### config.mk
export PLATFORM = sky130hd
export DESIGN_NAME = iterative_alu
export DESIGN_NICKNAME = d
export VERILOG_FILES = /design/src/rtl/alu_definitions.sv /design/src/rtl/multiply_divide_unit.sv /design/src/rtl/iterative_alu.sv
export SDC_FILE = /design/constraint.sdc
export NUM_CORES = 1
export LEC_CHECK = 0
export ABC_CLOCK_PERIOD_IN_PS = 3300
export CAP_MARGIN = 10
export CORE_AREA = 8 8 209 111
export DETAILED_ROUTE_END_ITERATION = 7
export DIE_AREA = 0 0 217 119
export PLACE_DENSITY = 0.74
export SETUP_SLACK_MARGIN = 0.15
export SLEW_MARGIN = 25
export SYNTH_ARGS = -nofsm -noshare
export SYNTH_HDL_FRONTEND = slang
export SYNTH_SLANG_ARGS = --single-unit
### constraint.sdc
create_clock -name clk_i -period 3.3 [get_ports clk_i]
set_input_delay 0.66 -clock clk_i [delete_from_list [all_inputs] [get_ports clk_i]]
set_output_delay 0.66 -clock clk_i [all_outputs]
set_load 0.005 [all_outputs]
### src/rtl/alu_definitions.sv
`default_nettype none
// ============================================================================
// Module      : alu_definitions (package)
// Description : Shared definitions for the iterative ALU and the datapath
//               status register: operation codes, status-bit positions,
//               handshake FSM state type and an operation classifier.
// Ports       : none (package)
// Revision    : 1.0 - initial release
// ============================================================================
package alu_definitions;

    // Operation codes
    localparam logic [2:0] OP_ADD = 3'b000;
    localparam logic [2:0] OP_SUB = 3'b001;
    localparam logic [2:0] OP_CMP = 3'b010;
    localparam logic [2:0] OP_AND = 3'b011;
    localparam logic [2:0] OP_OR  = 3'b100;
    localparam logic [2:0] OP_XOR = 3'b101;
    localparam logic [2:0] OP_MUL = 3'b110;
    localparam logic [2:0] OP_DIV = 3'b111;

    // Bit positions of the flags inside the CR16-style status register
    localparam int STATUS_CARRY    = 0;
    localparam int STATUS_LOW      = 2;
    localparam int STATUS_FLAG     = 5;
    localparam int STATUS_ZERO     = 6;
    localparam int STATUS_NEGATIVE = 7;

    typedef enum logic [0:0] {
        ST_IDLE    = 1'b0,
        ST_ITERATE = 1'b1
    } alu_state_e;

    // True for the operations that run through the multiply/divide unit
    function automatic logic is_iterative(input logic [2:0] op);
        return (op == OP_MUL) || (op == OP_DIV);
    endfunction

endpackage
`default_nettype wire

### src/rtl/multiply_divide_unit.sv
`default_nettype none
// ============================================================================
// Module      : multiply_divide_unit
// Description : Iterative unsigned shift-add multiplier and restoring divider.
//               One step per clock, WIDTH steps per operation.
// Ports       : clk_i        - rising-edge clock
//               rst_ni       - asynchronous active-low reset
//               start_i      - load operands and begin a new operation
//               is_div_i     - 1 = divide, 0 = multiply (sampled with start_i)
//               a_i, b_i     - operands (sampled with start_i)
//               last_o       - completion strobe: the final step runs this cycle
//               acc_next_o   - accumulator value after this cycle's step
//                              ({high, low} product or {remainder, quotient})
// Revision    : 1.0 - initial release
// ============================================================================
module multiply_divide_unit #(
    parameter int WIDTH = 16
) (
    input  logic               clk_i,
    input  logic               rst_ni,
    input  logic               start_i,
    input  logic               is_div_i,
    input  logic [WIDTH-1:0]   a_i,
    input  logic [WIDTH-1:0]   b_i,
    output logic               last_o,
    output logic [2*WIDTH-1:0] acc_next_o
);

    localparam int CNT_W = $clog2(WIDTH + 1);

    logic               active_q;
    logic               is_div_q;
    logic [WIDTH-1:0]   operand_q;   // multiplicand or divisor
    logic [CNT_W-1:0]   count_q;
    logic [2*WIDTH-1:0] acc_q;
    logic [2*WIDTH-1:0] acc_d;

    logic [WIDTH:0]     mul_sum;
    logic [WIDTH:0]     rem_shifted;
    logic               rem_ge;
    logic [WIDTH-1:0]   rem_new;

    always_comb begin
        // Multiply: low half holds the remaining multiplier bits, high half
        // the partial product; add then shift right with the carry.
        mul_sum = {1'b0, acc_q[2*WIDTH-1:WIDTH]}
                + {1'b0, (acc_q[0] ? operand_q : {WIDTH{1'b0}})};

        // Divide: shift remainder:quotient left by one, trial-subtract the
        // divisor and keep the difference only when it does not go negative.
        // The shifted remainder needs WIDTH+1 bits because it may reach 2*b-1.
        rem_shifted = {acc_q[2*WIDTH-1:WIDTH], acc_q[WIDTH-1]};
        rem_ge      = (rem_shifted >= {1'b0, operand_q});
        // When rem_ge holds the difference is below b, so WIDTH bits suffice.
        rem_new     = rem_ge ? (rem_shifted[WIDTH-1:0] - operand_q)
                             : rem_shifted[WIDTH-1:0];

        if (is_div_q) begin
            acc_d = {rem_new, acc_q[WIDTH-2:0], rem_ge};
        end else begin
            acc_d = {mul_sum, acc_q[WIDTH-1:1]};
        end
    end

    assign last_o     = active_q && (count_q == '0);
    assign acc_next_o = acc_d;

    always_ff @(posedge clk_i or negedge rst_ni) begin
        if (!rst_ni) begin
            active_q  <= 1'b0;
            is_div_q  <= 1'b0;
            operand_q <= '0;
            count_q   <= '0;
            acc_q     <= '0;
        end else if (start_i) begin
            active_q  <= 1'b1;
            is_div_q  <= is_div_i;
            operand_q <= is_div_i ? b_i : a_i;
            acc_q     <= {{WIDTH{1'b0}}, (is_div_i ? a_i : b_i)};
            count_q   <= CNT_W'(WIDTH - 1);
        end else if (active_q) begin
            acc_q <= acc_d;
            if (count_q == '0) begin
                active_q <= 1'b0;
            end else begin
                count_q <= count_q - CNT_W'(1);
            end
        end
    end

endmodule
`default_nettype wire

### src/rtl/iterative_alu.sv
`default_nettype none
// ============================================================================
// Module      : iterative_alu
// Description : ALU with single-cycle add/sub/compare/logic and WIDTH-cycle
//               unsigned multiply/divide behind a start/busy/done handshake.
//               Produces CR16-style status bits.
// Ports       : clk_i, rst_ni          - clock, async active-low reset
//               start_i, operation_i   - request and op code (sampled when idle)
//               a_i, b_i               - operands
//               busy_o                 - iterative operation in progress
//               done_o                 - one-cycle pulse, outputs just updated
//               result_o, result_high_o- primary result / high half or remainder
//               carry_o, low_o, flag_o, zero_o, negative_o - status bits
//               divide_by_zero_o       - last DIV had b = 0
// Revision    : 1.0 - initial release
// ============================================================================
module iterative_alu
    import alu_definitions::*;
#(
    parameter int WIDTH = 16
) (
    input  logic             clk_i,
    input  logic             rst_ni,
    input  logic             start_i,
    input  logic [2:0]       operation_i,
    input  logic [WIDTH-1:0] a_i,
    input  logic [WIDTH-1:0] b_i,
    output logic             busy_o,
    output logic             done_o,
    output logic [WIDTH-1:0] result_o,
    output logic [WIDTH-1:0] result_high_o,
    output logic             carry_o,
    output logic             low_o,
    output logic             flag_o,
    output logic             zero_o,
    output logic             negative_o,
    output logic             divide_by_zero_o
);

    alu_state_e       state_q;
    logic             busy_q;
    logic             done_q;
    logic             is_div_q;
    logic [WIDTH-1:0] result_q;
    logic [WIDTH-1:0] result_high_q;
    logic             carry_q;
    logic             low_q;
    logic             flag_q;
    logic             zero_q;
    logic             negative_q;
    logic             dbz_q;

    // Single-cycle next values, used when a non-iterative op is accepted
    logic [WIDTH-1:0] result_d;
    logic [WIDTH-1:0] result_high_d;
    logic             carry_d;
    logic             low_d;
    logic             flag_d;
    logic             zero_d;
    logic             negative_d;
    logic             dbz_d;

    logic [WIDTH:0]   sum_ext;
    logic [WIDTH:0]   diff_ext;
    logic             div_by_zero_req;
    logic             iter_accept;

    logic               mdu_last;
    logic [2*WIDTH-1:0] mdu_acc;
    logic [WIDTH-1:0]   mdu_lo;
    logic [WIDTH-1:0]   mdu_hi;

    assign mdu_lo = mdu_acc[WIDTH-1:0];
    assign mdu_hi = mdu_acc[2*WIDTH-1:WIDTH];

    always_comb begin
        sum_ext         = {1'b0, a_i} + {1'b0, b_i};
        diff_ext        = {1'b0, a_i} - {1'b0, b_i};
        div_by_zero_req = (operation_i == OP_DIV) && (b_i == '0);
        // Divide by zero completes immediately, so it never enters ITERATE
        iter_accept     = start_i && (state_q == ST_IDLE)
                       && is_iterative(operation_i) && !div_by_zero_req;

        result_d      = result_q;
        result_high_d = '0;
        carry_d       = 1'b0;
        low_d         = 1'b0;
        flag_d        = 1'b0;
        zero_d        = 1'b0;
        negative_d    = 1'b0;
        dbz_d         = 1'b0;

        case (operation_i)
            OP_ADD: begin
                result_d = sum_ext[WIDTH-1:0];
                carry_d  = sum_ext[WIDTH];
                flag_d   = (a_i[WIDTH-1] == b_i[WIDTH-1])
                        && (sum_ext[WIDTH-1] != a_i[WIDTH-1]);
                zero_d   = (sum_ext[WIDTH-1:0] == '0);
            end
            OP_SUB: begin
                result_d = diff_ext[WIDTH-1:0];
                carry_d  = diff_ext[WIDTH];   // borrow out
                flag_d   = (a_i[WIDTH-1] != b_i[WIDTH-1])
                        && (diff_ext[WIDTH-1] != a_i[WIDTH-1]);
                zero_d   = (diff_ext[WIDTH-1:0] == '0);
            end
            OP_CMP: begin
                // Compare leaves both result registers untouched
                result_high_d = result_high_q;
                zero_d        = (a_i == b_i);
                low_d         = (a_i < b_i);
                negative_d    = ($signed(a_i) < $signed(b_i));
            end
            OP_AND: begin
                result_d = a_i & b_i;
                zero_d   = ((a_i & b_i) == '0);
            end
            OP_OR: begin
                result_d = a_i | b_i;
                zero_d   = ((a_i | b_i) == '0);
            end
            OP_XOR: begin
                result_d = a_i ^ b_i;
                zero_d   = ((a_i ^ b_i) == '0);
            end
            OP_DIV: begin
                // Only the b = 0 case is resolved here
                result_d      = '1;
                result_high_d = a_i;
                dbz_d         = 1'b1;
            end
            default: begin
                // MUL is always iterative; nothing to produce here
            end
        endcase
    end

    multiply_divide_unit #(
        .WIDTH (WIDTH)
    ) u_mdu (
        .clk_i      (clk_i),
        .rst_ni     (rst_ni),
        .start_i    (iter_accept),
        .is_div_i   (operation_i == OP_DIV),
        .a_i        (a_i),
        .b_i        (b_i),
        .last_o     (mdu_last),
        .acc_next_o (mdu_acc)
    );

    always_ff @(posedge clk_i or negedge rst_ni) begin
        if (!rst_ni) begin
            state_q       <= ST_IDLE;
            busy_q        <= 1'b0;
            done_q        <= 1'b0;
            is_div_q      <= 1'b0;
            result_q      <= '0;
            result_high_q <= '0;
            carry_q       <= 1'b0;
            low_q         <= 1'b0;
            flag_q        <= 1'b0;
            zero_q        <= 1'b0;
            negative_q    <= 1'b0;
            dbz_q         <= 1'b0;
        end else begin
            done_q <= 1'b0;
            case (state_q)
                // done is only ever high while IDLE, so a start held across a
                // done pulse is accepted here as a back-to-back request.
                ST_IDLE: begin
                    if (iter_accept) begin
                        state_q  <= ST_ITERATE;
                        busy_q   <= 1'b1;
                        is_div_q <= (operation_i == OP_DIV);
                    end else if (start_i) begin
                        result_q      <= result_d;
                        result_high_q <= result_high_d;
                        carry_q       <= carry_d;
                        low_q         <= low_d;
                        flag_q        <= flag_d;
                        zero_q        <= zero_d;
                        negative_q    <= negative_d;
                        dbz_q         <= dbz_d;
                        done_q        <= 1'b1;
                    end
                end
                ST_ITERATE: begin
                    if (mdu_last) begin
                        state_q       <= ST_IDLE;
                        busy_q        <= 1'b0;
                        done_q        <= 1'b1;
                        result_q      <= mdu_lo;
                        result_high_q <= mdu_hi;
                        carry_q       <= !is_div_q && (mdu_hi != '0);
                        low_q         <= 1'b0;
                        flag_q        <= 1'b0;
                        zero_q        <= is_div_q ? (mdu_lo == '0) : (mdu_acc == '0);
                        negative_q    <= 1'b0;
                        dbz_q         <= 1'b0;
                    end
                end
            endcase
        end
    end

    assign busy_o           = busy_q;
    assign done_o           = done_q;
    assign result_o         = result_q;
    assign result_high_o    = result_high_q;
    assign carry_o          = carry_q;
    assign low_o            = low_q;
    assign flag_o           = flag_q;
    assign zero_o           = zero_q;
    assign negative_o       = negative_q;
    assign divide_by_zero_o = dbz_q;

endmodule
`default_nettype wire
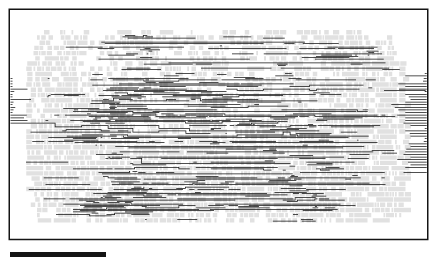
Run 1: met3 routing
Bar = 50 µm.
share of all routed wire = 18%
nets with wire on the layer = 338
longest straight run = 129 µm
wire length on this layer = 8340 µm
main direction = horizontal
GRT met3 Usage: 19.83%
Vias: 11970

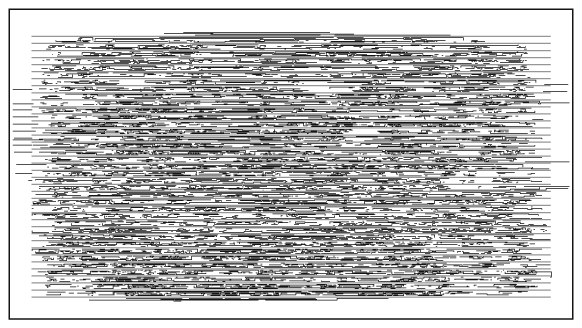
Run 1: signal wires on met1
Supply wires on this layer in gray.
wire length on this layer = 21.4 mm
share of all routed wire = 45%
met1 GRT Util: 51.67%
drt total wl: 47640 µm

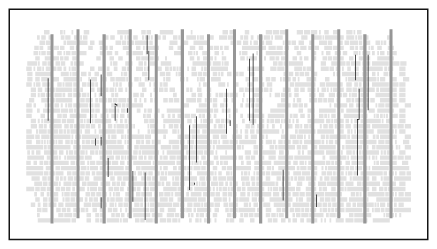
Run 1: signal wires on met4
Supply wires on this layer in gray.
wire length on this layer = 415 µm
share of all routed wire = 0.87%
main direction = vertical

run 1: worst max-delay path, delay by kind of cell (launching register included):
family	cells	cell delay, ps
compound gates	5	820
xor+xnor	1	80
fa+ha+maj	1	160
buf+inv	6	890
flops	1	430
simple gates	5	1110
run 1: power groups by stage:
stage | logic, µW | registers [µW] | clock network (µW)
2_1_floorplan | 5370 | 2130 | 0
3_3_place_gp | 10300 | 2210 | 0
3_5_place_dp | 10400 | 2220 | 0
4_1_cts | 11300 | 2220 | 1120
5_1_grt | 13500 | 2330 | 1160
6_report | 12900 | 2300 | 1120
run 1: cell type report:
type / count / area, µm² / area share (%)
Antenna cell: 1 / 2.502 / 0.01661
Clock buffer: 10 / 239.0 / 1.586
Clock inverter: 6 / 61.31 / 0.4069
Inverter: 88 / 330.3 / 2.193
Multi-Input combinational cell: 998 / 7671 / 50.92
Sequential cell: 97 / 2432 / 16.14
Tap cell: 273 / 341.6 / 2.267
Timing Repair Buffer: 487 / 3988 / 26.47
run 1: cells in the final DEF (no fill, tap or decap), types with 8 or more instances in the layout:
master and n:
o21bai_1 10, nor4_1 14, mux2_2 11, a31oi_1 8, ha_1 51, xor2_1 9
buf_6 18, a22oi_1 10, ha_4 25, clkbuf_16 9, o211ai_1 24, nor2_1 113
nand4_1 16, a21oi_2 13, clkdlybuf4s50_1 54, o22ai_1 8, inv_1 60, a211oi_1 32
nor3_1 29, buf_12 8, nand2_1 107, nand2b_1 11, o21ai_1 11, and2_1 19
o21ai_0 72, dfrtp_1 93, inv_2 27, xnor2_1 38, nand3_1 18, nor2b_1 14
buf_4 385, a21o_1 19, o21ai_2 11, mux2i_1 32, a21oi_1 82, dlygate4sd2_1 17
run 1: per-layer routing:
metal  track usage, %  vias up  wire [µm]  share of wire [%]
li1                 -     5383          -                  -
met3            19.83       59       8338                 18
met5                0        -         27              0.057
met1            51.67     5735      21400                 45
met2            42.67      793      17460                 37
met4            3.869        4        415               0.87
run 1: through the flow:
stage / instances / power, µW / utilization [%] / area (µm²) / TNS (ps)
floorplan: 1258 / 7503 / - / 9776 / 0
global placement: 1911 / 12470 / 66.94 / 13510 / -8740
detailed placement: 1911 / 12650 / 66.94 / 13510 / -9217
CTS: 1943 / 14640 / 71.89 / 14510 / -161.3
global route: 1959 / 17030 / 74.63 / 15060 / -1146
finish: 1960 / 16330 / 74.64 / 15070 / -741.8
run 1: timing repair:
action                     4_1_cts  5_1_grt
resized                        157      104
buffers inserted                16       16
setup endpoints to repair       26       33
pin swaps                       57       47
run 1: sequential cells by signal, summed over array words and instances, names as in the netlist, 5 cells and up:
register and count:
u_mdu.acc_q 32, result_high_o 16, result_o 16, u_mdu.operand_q 16
u_mdu.count_q 5
run 1: worst paths after layout:
path,endpoint
min in group clk_i,result_o[2]
worst min-delay path,u_mdu.count_q[2]
worst max-delay path,zero_o
worst max register to register,zero_o
worst min register to register,result_o[2]
max in group asynchronous,u_mdu.acc_q[16]
run 1: cell families after synthesis:
group | count (synthesis)
mux | 44
fa+ha+maj | 86
buf+inv | 163
compound gates | 403
flops | 97
simple gates | 417
xor+xnor | 48
==> qor.yml, run 1 <==
status: "finished, violations left"
violations: "negative setup slack"
cts_root_buffer: "clkbuf_16"
numCtsBuffers: 9
hp-class: "in -> async"
fmax_mhz: 281.7
setup_viol_count_final: 4
startpoint: "u_mdu.acc_q[0]"
setup_ws_ps: -249.3
period_needed_ps: 3549
area_growth_pct: 54.35
synth.distinct_cells: 86
top_area_cell: "dfrtp_1"
hold_buffers: 0
fin_crit_sh_pct: 107.6
clk_path_buf_depth: 2
dieHeight_um: 119
yosysSeqAreaShare_pct: 24.87
cp.arrival_ps: 3860
fin_hold_ws_ps: 333.2
timing.slew.headroom_pct: 49.07
switchingPower_uw: 7912
openroad.warnings: 61
ys_sh_aoi_pct: 27.64
slew_violations: 0
dp_worst_setup_slack_ps: -611.0
path_cells: "and2_4, ha_4, buf_4, buf_4, buf_4, a211oi_4, buf_4, o211ai_1, buf_4, nand3_1, nor2b_1, xnor2_1, nand2_1, o21ai_0, or4b_1, o31ai_2, buf_4, a211o_1"
critical_path_class: "reg -> reg"
wl_per_cell_um: 24.30
fin_worst_skew_ps: 10.91
==> inputs of run 2 (changes only) <==
--- a/config.mk
+++ b/config.mk
@@ -10,7 +10,7 @@
 export CORE_AREA = 8 8 209 111
 export DETAILED_ROUTE_END_ITERATION = 7
 export DIE_AREA = 0 0 217 119
-export PLACE_DENSITY = 0.74
+export PLACE_DENSITY = 0.71
 export SETUP_SLACK_MARGIN = 0.15
 export SLEW_MARGIN = 25
 export SYNTH_ARGS = -nofsm -noshare
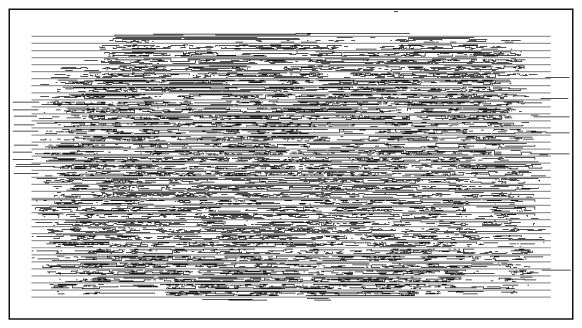
Run 2: signal wires on met1
Supply wires on this layer in gray.
wire length on this layer = 20.2 mm
share of all routed wire = 44%
met1 GRT Util: 49.01%
Vias: 11930
drt total wl: 45910 µm

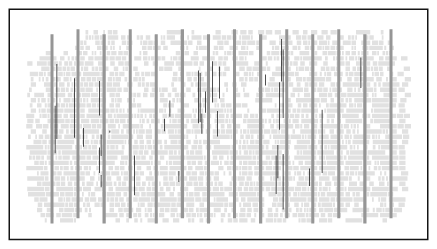
Run 2: signal wires on met4
Supply wires on this layer in gray.
wire length on this layer = 525 µm
main direction = vertical
longest straight run = 38.8 µm
share of all routed wire = 1.1%

==> run 2 against run 1 <==
The run still ends with negative setup slack left; flip-flop count unchanged; sequential power about the same; first-iteration DRC count up 0.93%; clock skew down 0.64 ps; maximum frequency up 0.16%; worst hold slack better by 5.0 ps; final cell count down 0.66%; sequential share of layout area up 0.26 points; critical path type unchanged; power down 3.8%.
==> qor.yml, run 2 <==
critical_path_class: "reg -> reg"
slew_violations: 0
status: "finished, violations left"
fin_crit_sh_pct: 107.4
yosysSeqAreaShare_pct: 24.87
openroad.warnings: 62
cp.arrival_ps: 3840
setup_viol_count_final: 2
fin_worst_skew_ps: 10.27
synth.distinct_cells: 86
timing.slew.headroom_pct: 47.11
postPlaceCellArea_um2: 13400
grt_max_degree: 78
hp-class: "in -> async"
switchingPower_uw: 7585
final_util_pct: 73.43
numCtsBuffers: 9
startpoint: "u_mdu.acc_q[0]"
largest_reg_flops: 32
area_growth_pct: 51.85
setup_ws_ps: -243.5
diodes: 0
fin_nets: 1793
top_area_cell: "dfrtp_1"
layout_top_cell: "buf_4"
wl_per_cell_um: 23.58
power_uw: 15700
ys_sh_aoi_pct: 27.64
top_register: "u_mdu.acc_q"
drt_pass1_iterations: 5
cts_root_buffer: "clkbuf_16"
final_area_um2: 14820
p_comb_share_pct: 78.6
path_cells: "and2_4, ha_4, fa_2, a211oi_4, buf_4, o21bai_1, a21oi_1, xor2_1, nand2_1, a2111oi_4, buf_4, and4b_1, nand3_2, o31ai_2, buf_4, a211o_1"
period_needed_ps: 3544
hold_buffers: 0
fmax_mhz: 282.2
fin_hold_ws_ps: 338.2
common_cells: "122 x nor2_1, 114 x nand2_1, 98 x a21oi_1"
most-common-layout-cells: "380 x buf_4, 113 x nor2_1, 110 x nand2_1"
violations: "negative setup slack"
fin_cells: 1947
## run 2: cell counts after synthesis
No cell type changed its count.
## run 2: per-layer routing
metal | global-route usage [%] | vias to the layer above | routed length, µm
met5 | 0 | - | 124
met3 | 20.09 | 63 | 8024
met2 | 41.87 | 783 | 17050
met1 | 49.01 | 5715 | 20180
li1 | - | 5365 | -
met4 | 2.986 | 6 | 525
## run 2: kinds of logic (layout without fill, tap and decap cells)
family          Yosys count  after routing
simple gates            417            417
xor+xnor                 48             48
buf+inv                 163            579
flops                    97             97
mux                      44             44
fa+ha+maj                86             86
compound gates          403            403
## run 2: cell type report
class	count	area [µm²]
well taps	273	341.6
flip-flops and latches	97	2431
inverters	88	330.3
fillers	1567	5363
multi-input cells	998	7572
clock inverters	6	61.31
repair buffers	475	3846
clock buffers	10	239.0
## run 2: path summary, 6_finish.rpt
check | end | slack, ps | cells past startpoint
worst max-delay path | zero_o | -240 | 16
worst min-delay path | u_mdu.active_q | 340 | 1
worst max register to register | zero_o | -240 | 16
worst min register to register | busy_o | 480 | 2
max in group asynchronous | u_mdu.acc_q[15] | 2210 | 2
min in group clk_i | busy_o | 480 | 2
## run 2: worst max-delay path, delay by kind of cell, from the launching register on
| kind | cells | cell delay, ps |
|---|---|---|
| flip-flops | 1 | 420 |
| AND-OR/OR-AND | 6 | 1190 |
| adder cells (fa/ha/maj) | 2 | 530 |
| AND/OR/NAND/NOR | 4 | 580 |
| buffers and inverters | 3 | 550 |
| XOR/XNOR | 1 | 200 |
## run 2: stage by stage
step | worst slack, ps | TNS, ps
2_1_floorplan | 150.6 | 0
3_3_place_gp | -580.6 | -6582
3_5_place_dp | -722.8 | -8631
4_1_cts | -76.70 | -134.5
5_1_grt | -383.2 | -875.6
6_report | -243.5 | -456.3
## run 2: repair_timing
| item | 4_1_cts | 5_1_grt |
|---|---|---|
| cloned | 0 | 0 |
| resized | 133 | 120 |
| endpoints found under the setup margin | 27 | 40 |
| pin swaps | 58 | 55 |
| setup buffers | 18 | 15 |
## run 2: power groups by stage
stage          registers [µW]  clock network (µW)  logic [µW]
2_1_floorplan            2130                   0        5370
3_3_place_gp             2200                   0       10100
3_5_place_dp             2230                   0       10300
4_1_cts                  2230                1080       11000
5_1_grt                  2320                1120       13100
6_report                 2280                1080       12300
Power and IR drop assume default switching activity.
